## src/rtl/popcount_pkg.sv

```systemverilog
`default_nettype none
// ============================================================================
//  Module      : popcount_pkg
//  Description : Shared constants, state type and sizing helper for the
//                popcount frame accumulator slice.
//                  COUNT_W        - width of one ones-count sample
//                  MAX_COUNT      - largest legal ones-count value
//                  state_t        - ACCUM / HOLD frame states
//                  min_sum_width  - narrowest total width that cannot
//                                   overflow for a given frame length
//  Revision    : 1.0 - initial release
// ============================================================================
package popcount_pkg;

    localparam int COUNT_W   = 3;
    localparam int MAX_COUNT = 4;

    typedef enum logic [0:0] {
        ACCUM = 1'b0,
        HOLD  = 1'b1
    } state_t;

    // Smallest w such that 2^w > MAX_COUNT * frame_len, so a frame of
    // all-legal counts can never wrap.
    function automatic int min_sum_width(input int frame_len);
        for (int w = 1; w < 32; w++) begin
            if ((64'd1 << w) > 64'(MAX_COUNT * frame_len)) begin
                return w;
            end
        end
        return 32;
    endfunction

endpackage : popcount_pkg
`default_nettype wire

```

## src/rtl/popcount_frame_accumulator_sample_counter.sv

```systemverilog
`default_nettype none
// ============================================================================
//  Module      : sample_counter
//  Description : Modulo-FRAME_LEN sample index counter.
//  Ports       : clk        - clock, rising edge
//                rst        - asynchronous active-high reset
//                i_enable   - advance the index this cycle
//                o_index    - current sample index (0 .. FRAME_LEN-1)
//                o_terminal - index is at the last sample of the frame
//  Revision    : 1.0 - initial release
// ============================================================================
module sample_counter #(
    parameter int FRAME_LEN = 8,
    parameter int IDX_W     = $clog2(FRAME_LEN)
) (
    input  logic             clk,
    input  logic             rst,
    input  logic             i_enable,
    output logic [IDX_W-1:0] o_index,
    output logic             o_terminal
);

    localparam logic [IDX_W-1:0] C_LAST = IDX_W'(FRAME_LEN - 1);

    logic [IDX_W-1:0] r_index;

    assign o_index    = r_index;
    assign o_terminal = (r_index == C_LAST);

    always_ff @(posedge clk or posedge rst) begin
        if (rst) begin
            r_index <= '0;
        end else if (i_enable) begin
            if (o_terminal) begin
                r_index <= '0;
            end else begin
                r_index <= r_index + 1'b1;
            end
        end
    end

endmodule : sample_counter
`default_nettype wire

```

## src/rtl/popcount_frame_accumulator.sv

```systemverilog
`default_nettype none
// ============================================================================
//  Module      : popcount_frame_accumulator
//  Description : Sums FRAME_LEN ones-counts from the encoder stage and
//                presents each frame total on a valid/ready output port.
//  Ports       : clk          - clock, rising edge
//                rst          - asynchronous active-high reset
//                i_in_valid   - i_count is valid this cycle
//                i_count      - ones count (0..4 legal)
//                o_in_ready   - a sample is accepted this cycle if valid
//                o_out_valid  - o_total holds a completed frame sum
//                o_total      - frame sum, stable while o_out_valid
//                i_out_ready  - consumer takes o_total this cycle
//                o_bad_count  - sticky: a count of 5..7 was accepted
//  Revision    : 1.0 - initial release
// ============================================================================
module popcount_frame_accumulator
    import popcount_pkg::*;
#(
    parameter int FRAME_LEN = 8,
    parameter int SUM_WIDTH = 6
) (
    input  logic                 clk,
    input  logic                 rst,
    input  logic                 i_in_valid,
    input  logic [COUNT_W-1:0]   i_count,
    output logic                 o_in_ready,
    output logic                 o_out_valid,
    output logic [SUM_WIDTH-1:0] o_total,
    input  logic                 i_out_ready,
    output logic                 o_bad_count
);

    localparam int IDX_W = $clog2(FRAME_LEN);

    generate
        if ((FRAME_LEN < 2) || (FRAME_LEN > 255) ||
            (SUM_WIDTH < min_sum_width(FRAME_LEN))) begin : g_bad_params
            $error("popcount_frame_accumulator: illegal FRAME_LEN/SUM_WIDTH");
        end
    endgenerate

    state_t               r_state;
    state_t               w_next_state;
    logic [SUM_WIDTH-1:0] r_acc;
    logic [SUM_WIDTH-1:0] r_total;
    logic                 r_bad_count;

    logic                 w_accept;
    logic                 w_terminal;
    logic [IDX_W-1:0]     w_index;
    logic [SUM_WIDTH-1:0] w_count_ext;
    logic [SUM_WIDTH-1:0] w_acc_base;
    logic [SUM_WIDTH-1:0] w_sum;

    // Ready depends only on state, so deriving accept from the state
    // directly keeps the handshake free of combinational feedback.
    assign w_accept    = i_in_valid & (r_state == ACCUM);
    assign w_count_ext = {{(SUM_WIDTH - COUNT_W){1'b0}}, i_count};
    // The first sample of every frame starts from zero regardless of
    // whatever the accumulator register holds.
    assign w_acc_base  = (w_index == '0) ? '0 : r_acc;
    assign w_sum       = w_acc_base + w_count_ext;

    assign o_total     = r_total;
    assign o_bad_count = r_bad_count;

    sample_counter #(
        .FRAME_LEN (FRAME_LEN),
        .IDX_W     (IDX_W)
    ) u_sample_counter (
        .clk        (clk),
        .rst        (rst),
        .i_enable   (w_accept),
        .o_index    (w_index),
        .o_terminal (w_terminal)
    );

    always_comb begin
        w_next_state = r_state;
        o_in_ready   = 1'b0;
        o_out_valid  = 1'b0;
        case (r_state)
            ACCUM: begin
                o_in_ready = 1'b1;
                if (w_accept && w_terminal) begin
                    w_next_state = HOLD;
                end
            end
            HOLD: begin
                o_out_valid = 1'b1;
                if (i_out_ready) begin
                    w_next_state = ACCUM;
                end
            end
            default: begin
                w_next_state = ACCUM;
            end
        endcase
    end

    always_ff @(posedge clk or posedge rst) begin
        if (rst) begin
            r_state     <= ACCUM;
            r_acc       <= '0;
            r_total     <= '0;
            r_bad_count <= 1'b0;
        end else begin
            r_state <= w_next_state;
            if (w_accept) begin
                if (w_terminal) begin
                    r_total <= w_sum;
                    r_acc   <= '0;
                end else begin
                    r_acc <= w_sum;
                end
                if (i_count > COUNT_W'(MAX_COUNT)) begin
                    r_bad_count <= 1'b1;
                end
            end
        end
    end

endmodule : popcount_frame_accumulator
`default_nettype wire
```

## config.mk

```make
export PLATFORM = sky130hd
export DESIGN_NAME = popcount_frame_accumulator
export DESIGN_NICKNAME = d
export VERILOG_FILES = /design/src/rtl/popcount_pkg.sv /design/src/rtl/popcount_frame_accumulator_sample_counter.sv /design/src/rtl/popcount_frame_accumulator.sv
export SDC_FILE = /design/constraint.sdc
export NUM_CORES = 1
export LEC_CHECK = 0
export CORE_ASPECT_RATIO = 0.5
export CORE_MARGIN = 2
export CORE_UTILIZATION = 34
export DETAILED_ROUTE_END_ITERATION = 7
export GPL_TIMING_DRIVEN = 0
export SYNTH_ARGS = -nofsm -noshare
export SYNTH_HDL_FRONTEND = slang
export SYNTH_SLANG_ARGS = --single-unit
```

## constraint.sdc

```tcl
create_clock -name clk -period 3 [get_ports clk]
set_input_delay 0.3 -clock clk [delete_from_list [all_inputs] [get_ports clk]]
set_output_delay 0.3 -clock clk [all_outputs]
set_load 0.005 [all_outputs]
```

**Run 1: routing congestion map**

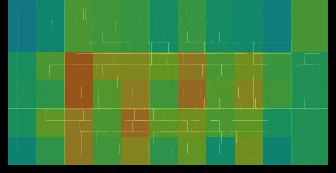
GR Util met1: 17.33%
met2 Track Usage GR: 17.46%
GR Util met3: 4.626%

**Run 1: routed metal, one colour a layer**

Two of the layers only.
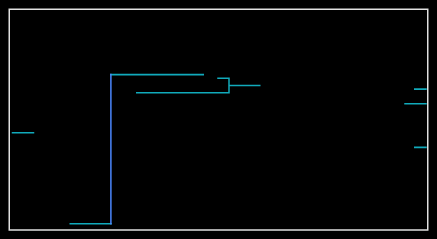
blue -> M4  # wire length 27.9 µm
cyan -> M3  # wire length 64.6 µm

**Run 1: M1 wires**

Bar = 20 µm. Supply wires on this layer in grey.
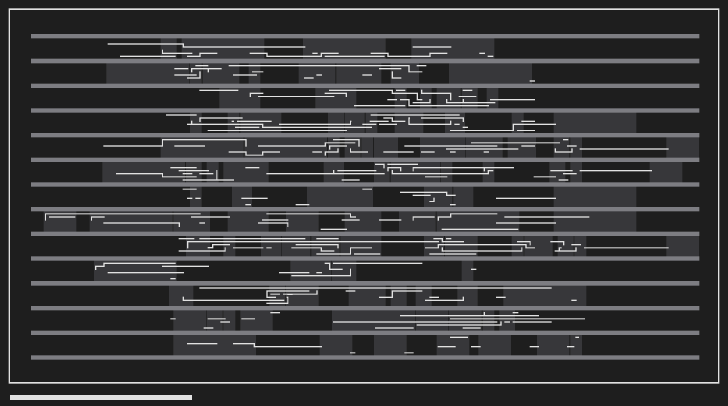
share of all routed wire = 54%
nets with wire on the layer = 113
longest straight run = 38.6 µm
wire length on this layer = 925 µm
WL final: 1.709 mm
DR vias: 653

==> reports/qor.txt, run 1 <==
NumNets Final = 124
Area grow syn2layout = 25.98%
Root buffer cell = clkbuf_8
Synth area leader = dfrtp_1
CTS resizes = 0
Cell Type Count = 29
Setup_tns = 0 ns
Max Fclk = 396.3 MHz
Clock sink count = 17
Global-route wire length before repair = 2.808 mm
Status = complete, no violations
Post-CTS Hold Buffers = 0
IO buf count = 15
Vias in the first global route = 581
Final Critical Period = 2.523 ns
Largest net degree at the start of global routing = 18
ANT nets after route = 0
Final period util = 84.11%
Mapped cell area = 929.6 µm²
Die ar. = 3194 µm²
Util after Layout = 45.00%
Wire per inst = 11.71 µm
YS warnings = 0
Initial DRC Count = 28
Final setup vio count = 0
Setup CP Type = reg2reg
Top-area cell share = 45.76%
Maximum VDD drop = 293.7 µV
-- run 1: worst paths after layout --
path / from / to / slack, ns / cells past startpoint
setup / recovery: u_sample_counter.o_index[0] / o_total[4] / 0.48 / 11
hold / removal: rst / r_state / 0.44 / 2
setup reg to reg: u_sample_counter.o_index[0] / o_total[4] / 0.48 / 11
hold reg to reg: o_bad_count / o_bad_count / 0.48 / 1
max in group asynchronous: rst / o_total[2] / 2.13 / 2
min in group clk: o_bad_count / o_bad_count / 0.48 / 1
-- run 1: final cells by class --
cell class	instances	area, µm²
fillers	271	1431
inverters	6	22.52
clock buffers	4	45.04
flip-flops and latches	17	425.4
multi-input cells	63	460.4
plain buffers	4	21.27
repair buffers	15	150.1
well taps	37	46.29
-- run 1: placed cells by master (no fill, tap or decap) --
cell type,n
a22o_1,1
a21o_2,1
buf_4,1
fa_1,1
clkdlybuf4s50_1,15
nand3b_1,1
a31o_2,1
nand2_1,14
nand3_1,2
a311o_1,1
and3_4,1
clkbuf_1,2
inv_1,6
o21ai_0,7
xnor2_1,4
a31oi_1,1
nand2b_1,2
o21ai_1,3
nor2_4,1
clkbuf_8,3
and2_1,4
buf_2,2
nor2_1,2
o21bai_1,1
o31ai_1,1
o2111ai_2,1
mux2_2,5
ha_1,6
nor4_1,1
a21o_1,1
dfrtp_1,17
-- run 1: sequential cells by signal, indices dropped and copies added, names as in the netlist --
signal,count
r_acc,6
o_total,6
r_state,1
u_sample_counter.o_index,3
o_bad_count,1
-- run 1: kinds of logic (layout without fill, tap and decap cells) --
logic type,count (synthesis),in the layout,share of synthesized area [%]
DFF,17,17,45.76
adders and majority gates,7,7,10.23
buffers and inverters,10,29,4.710
and+or+nand+nor,28,28,15.48
muxes,5,5,6.056
xor gates and xnor gates,4,4,3.768
AOI/OAI and AO/OA,19,19,14.00
-- run 1: through the flow --
step | instance area (µm²) | power [mW] | hold WS [ns] | instances
final | 1171 | 1.074 | 0.4378 | 146
after global routing | 1171 | 1.176 | 0.4889 | 146
after CTS | 1171 | 1.092 | 0.4745 | 146
after detailed placement | 1126 | 0.9132 | 0.4688 | 142
after global placement | 1126 | 0.9033 | 0.4568 | 142
after floorplan | 929.6 | 0.7446 | 0.2261 | 90
-- run 1: worst max-delay path, stage by stage (launching register included) --
cell and delay, ns:
dfrtp_1 0.38, inv_1 0.08, ha_1 0.15, nand2b_1 0.07
buf_4 0.17, and2_1 0.16, ha_1 0.20, fa_1 0.41
a21o_2 0.23, nand3_1 0.14, mux2_2 0.35, o21ai_1 0.11
-- run 1: power by group through the flow --
| stage | clock (mW) | combinational, mW | sequential [mW] |
|---|---|---|---|
| after detailed placement | 0 | 0.528 | 0.385 |
| after global placement | 0 | 0.523 | 0.381 |
| after CTS | 0.179 | 0.532 | 0.381 |
| final | 0.172 | 0.522 | 0.380 |
| after floorplan | 0 | 0.368 | 0.376 |
| after global routing | 0.185 | 0.597 | 0.394 |
-- run 1: metal layers --
metal  track usage, %  wire (µm)  up-vias
li1                 -          -      343
met1            17.33        925      299
met2            17.46        692        9
met3            4.626         64        2
met4            6.579         27        0
met5                0          0        -
## Run 2: what changed since run 1
Clock period 3 ns to 2.3 ns, I/O delays scaled along.
**Run 2: routed metal, one colour a layer**

Two of the layers only.
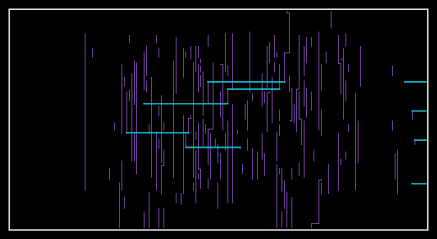
cyan -> M3  # wire length 72.2 µm
purple -> M2  # wire length 878 µm
GRT Total Usage: 11.93%
DR vias: 709
WL final: 1.846 mm
wire per inst: 12.07 µm

==> reports/qor.txt, run 2 <==
Met3 WL = 72 µm (+13%)
Root buffer cell = clkbuf_8
Initial DRC Count = 25 (-11%)
Slew Limit Headroom = 53.37%
Max Fclk = 451.0 MHz (+14%)
DR WL met2 = 877 µm (+27%)
R2R Setup Slk = 0.08 ns (-0.39 ns)
Commonest Layout Cell = dfrtp_1
Most frequent cells in the layout = dfrtp_1 (17), clkdlybuf4s50_1 (15), nand2_1 (14), buf_4 (8), o21ai_0 (7)
Final period util = 96.40% (+12 points)
Global-route wire length before repair = 2.766 mm (-1.5%)
Mapped cell area = 929.6 µm² (unchanged)
DRT met1 WL = 896 µm (-3.1%)
Worst Reg-to-Reg Cells = 10 (-1)
Synth area leader = dfrtp_1
FP Rows = 13
Filler cells = 260 (-4.1%)
Maximum VDD drop = 339.6 µV (+16%)
Setup_tns = 0 ns (unchanged)
Util after Layout = 48.80% (+3.8 points)
Top sig layer = met3
Post-synth EDFFs = 0
Hold slack final = 0.3837 ns (-0.05416 ns)
Top-count cell post-synth = dfrtp_1
ANT nets after route = 0 (unchanged)
Largest net degree at the start of global routing = 18 (unchanged)
Die ar. = 3194 µm² (unchanged)
Top-area cell share = 45.76% (unchanged)
Setup CP Type = reg2reg
Final setup vio count = 0 (unchanged)
Clock-pin slew on the worst setup and hold paths = 0.07 ns
Clock sink count = 17 (unchanged)
Status = complete, no violations
Total power = 1.556 mW (+45%)
Syn Nets = 104
Area grow syn2layout = 36.61%
NumNets Final = 131 (+5.6%)
IO buf count = 15 (unchanged)
YS warnings = 0 (unchanged)
Final Critical Period = 2.217 ns (-0.3062 ns)
Cell Type Count = 29 (unchanged)
Vias in the first global route = 592 (+1.9%)
**Run 2: M1 wires**

Bar = 20 µm. Supply wires on this layer in grey.
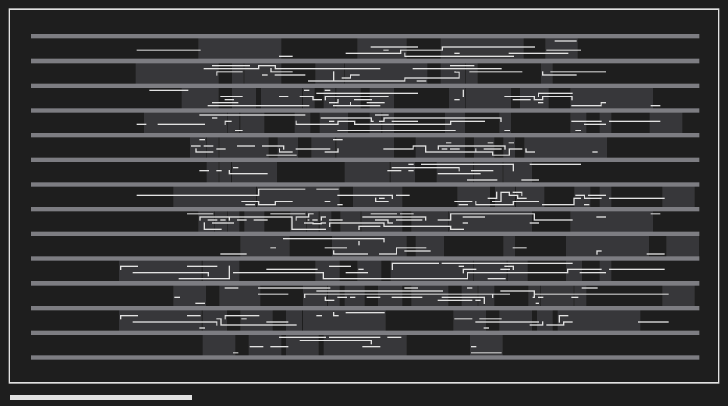
nets with wire on the layer = 116
longest straight run = 22.5 µm
main direction = horizontal
share of all routed wire = 49%

run 2: netlist changes by cell type in the layout (fill, tap and decap cells not counted), sizes merged:
cell | before | now
buf | 3 | 10
run 2: metal layers:
metal,vias up,track usage [%]
met3,0,3.965
li1,363,-
met1,332,15.66
met5,-,0
met2,14,19.83
met4,0,2.632
run 2: stage by stage:
stage | std cells | instance area (µm²)
3_3_place_gp | 142 | 1134
2_1_floorplan | 90 | 937.1
4_1_cts | 152 | 1234
3_5_place_dp | 142 | 1134
6_report | 153 | 1270
5_1_grt | 153 | 1270
run 2: repair_timing:
item	in CTS	in global routing
gates resized	4	5
buffers inserted	6	2
pin swaps	1	4
hold buffers	0	0
endpoints found under the setup margin	1	3
run 2: cells by family (layout without fill, tap and decap cells):
kind of cell | Yosys count | after routing | share of synthesized area [%]
DFF | 17 | 17 | 45.76
buffers and inverters | 10 | 36 | 4.710
xor gates and xnor gates | 4 | 4 | 3.768
muxes | 5 | 5 | 6.056
and+or+nand+nor | 28 | 28 | 15.48
adders and majority gates | 7 | 7 | 10.23
AOI/OAI and AO/OA | 19 | 19 | 14.00
run 2: worst paths after layout:
check | to | from
worst max-delay path | o_total[4] | u_sample_counter.o_index[1]
worst min-delay path | r_state | rst
worst max register to register | o_total[4] | u_sample_counter.o_index[1]
worst min register to register | r_acc[2] | r_acc[2]
max in group asynchronous | o_bad_count | rst
min in group clk | r_acc[2] | r_acc[2]
run 2: critical path, cell delays in order (launching register included):
cell and delay [ns]:
dfrtp_1 0.40, inv_1 0.07, ha_2 0.15, nand2b_1 0.11, and2_1 0.18, ha_2 0.18, fa_2 0.36, a21o_4 0.22
nand3_4 0.08, mux2_4 0.31, o21ai_2 0.10
run 2: final cells by class:
type	count	area (µm²)	area share [%]
buffer	3	13.76	1.084
sequential	17	425.4	33.50
multi-input combinational	63	506.7	39.90
inverter	6	22.52	1.773
tap	37	46.29	3.645
timing repair buffer	23	210.2	16.55
clock buffer	4	45.04	3.547
run 2: report_power, final:
| part | leakage [nW] | switching [mW] | internal [mW] |
|---|---|---|---|
| combinational | 0.324 | 0.364 | 0.472 |
| sequential | 0.210 | 0.0819 | 0.419 |
| clock | 0.0228 | 0.0969 | 0.123 |
| total | 0.557 | 0.542 | 1.01 |
## Run 3: what changed since run 2
Settings changed: ABC_AREA set to 1, SYNTH_HIERARCHICAL set to 1.
==> reports/qor.txt, run 3 <==
Mapped cell area = 913.4 µm² (-1.7%)
R2R Setup Slk = 0.36 ns (+0.27 ns)
Worst Reg-to-Reg Cells = 11 (+1)
Worst flop-to-flop path endpoint = o_total[4]
ANT nets after route = 0 (unchanged)
Status = complete, no violations
Final Critical Period = 1.944 ns (-0.2730 ns)
NumNets Final = 143 (+9.2%)
Top-count cell post-synth = nand2_1
Clock-pin slew on the worst setup and hold paths = 0.07 ns (about the same)
Filler cells = 266 (+2.3%)
Top-area cell share = 46.58% (+0.81 points)
Final setup vio count = 0 (unchanged)
Vias in the first global route = 637 (+7.6%)
Largest net degree at the start of global routing = 15 (-3)
Fin area = 1156 µm² (-9.0%)
CP Launch Point = u_sample_counter/o_index[0]
Setup_tns = 0 ns (unchanged)
Clock sink count = 17 (unchanged)
Slew Limit Headroom = 64.45% (+11 points)
FP Rows = 13 (unchanged)
Global-route wire length before repair = 2.829 mm (+2.3%)
R2R Path Start = u_sample_counter/o_index[0]
Initial DRC Count = 51 (+100%)
Area grow syn2layout = 26.58%
Post-synth EDFFs = 0 (unchanged)
Most frequent cells in the layout = nand2_1 (34), dfrtp_1 (17), clkdlybuf4s50_1 (15), inv_1 (13), o21ai_1 (8)
YS warnings = 6 (+6)
Max Fclk = 514.4 MHz (+14%)
run 3: cells by family after synthesis:
kind of cell | Yosys count | synth area share (%)
AND/OR/NAND/NOR | 52 | 26.03
buffers and inverters | 21 | 9.316
flip-flops | 17 | 46.58
adder cells (fa/ha/maj) | 6 | 9.041
AND-OR/OR-AND | 12 | 7.123
XOR/XNOR | 2 | 1.918
run 3: routing by layer:
layer	GRT usage (%)	part of all wire, %	vias to the layer above
met5	0	0	-
met4	1.339	0	0
met3	3.304	2.3	0
met2	21.74	46	9
met1	15.00	52	327
li1	-	-	378
run 3: critical path: stages (launching register included):
cell and delay, ns:
dfrtp_1 0.39, inv_1 0.06, nand2_2 0.15, inv_2 0.07, nor2_1 0.09, ha_1 0.14, inv_1 0.06, fa_1 0.40
o21ai_1 0.19, nand3_1 0.12, nand3_1 0.11, nand2_1 0.05
run 3: final cells by class:
cell class                      count  area, µm²  share of cell area [%]
Clock inverter                      1      5.005                  0.4329
Multi-Input combinational cell     72      402.9                   34.85
Timing Repair Buffer               15      150.1                   12.99
Sequential cell                    17      425.4                   36.80
Buffer                              1      7.507                  0.6493
Inverter                           20      77.57                   6.710
Tap cell                           37      46.29                   4.004
Clock buffer                        3      41.29                   3.571
run 3: worst min path at each step:
stage | start | to | cells after the start
floorplan | rst | u_sample_counter/o_index[0] | 1
CTS | rst | u_sample_counter/o_index[2] | 2
detailed placement | rst | u_sample_counter/o_index[1] | 2
global route | rst | u_sample_counter/o_index[2] | 2
finish | rst | u_sample_counter/o_index[1] | 2
global placement | rst | u_sample_counter/o_index[1] | 2
run 3: power breakdown:
group          leakage [nW]  internal [mW]  switching (mW)  total, mW
Combinational         0.351          0.279           0.316      0.595
Clock                0.0255          0.120          0.0987      0.219
Sequential            0.216          0.412          0.0757      0.487
run 3: per-stage QoR:
step	std cells	hold slack, ns	setup WS (ns)
3_5_place_dp	162	0.4374	0.3512
6_report	166	0.1692	0.3559
2_1_floorplan	110	-0.01636	0.5382
3_3_place_gp	162	0.4350	0.3829
4_1_cts	166	0.1688	0.3427
5_1_grt	166	0.1973	0.1549
**Run 3: drive-strength map**

Bar = 20 µm.
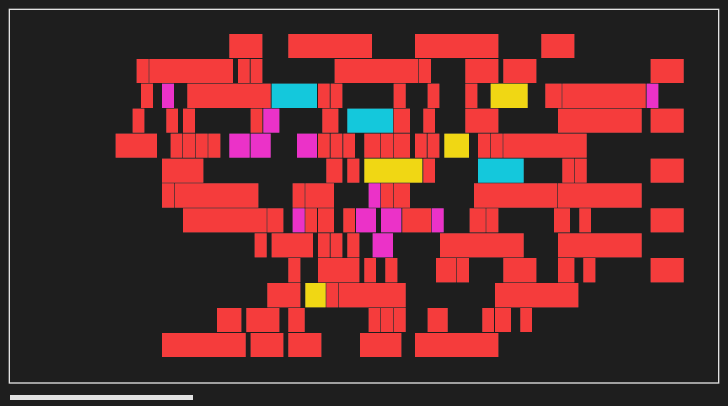
cyan -> x6 and larger  # cells 3
magenta -> x2  # cells 12
yellow -> x3 and x4  # cells 4
red -> x1 and smaller  # cells 110

**Run 3: routed metal, one colour a layer**

Two of the layers only.
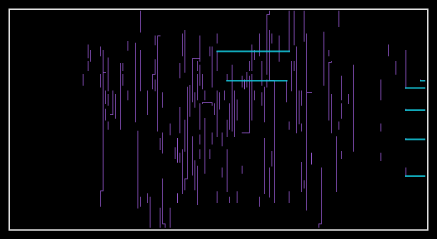
purple -> M2  # wire length 750 µm
cyan -> M3  # wire length 38.9 µm
wire per inst: 9.855 µm
WL final: 1.636 mm
GRT Total Usage: 11.82%
DR vias: 714

Power is estimated from default activity; no workload was simulated.
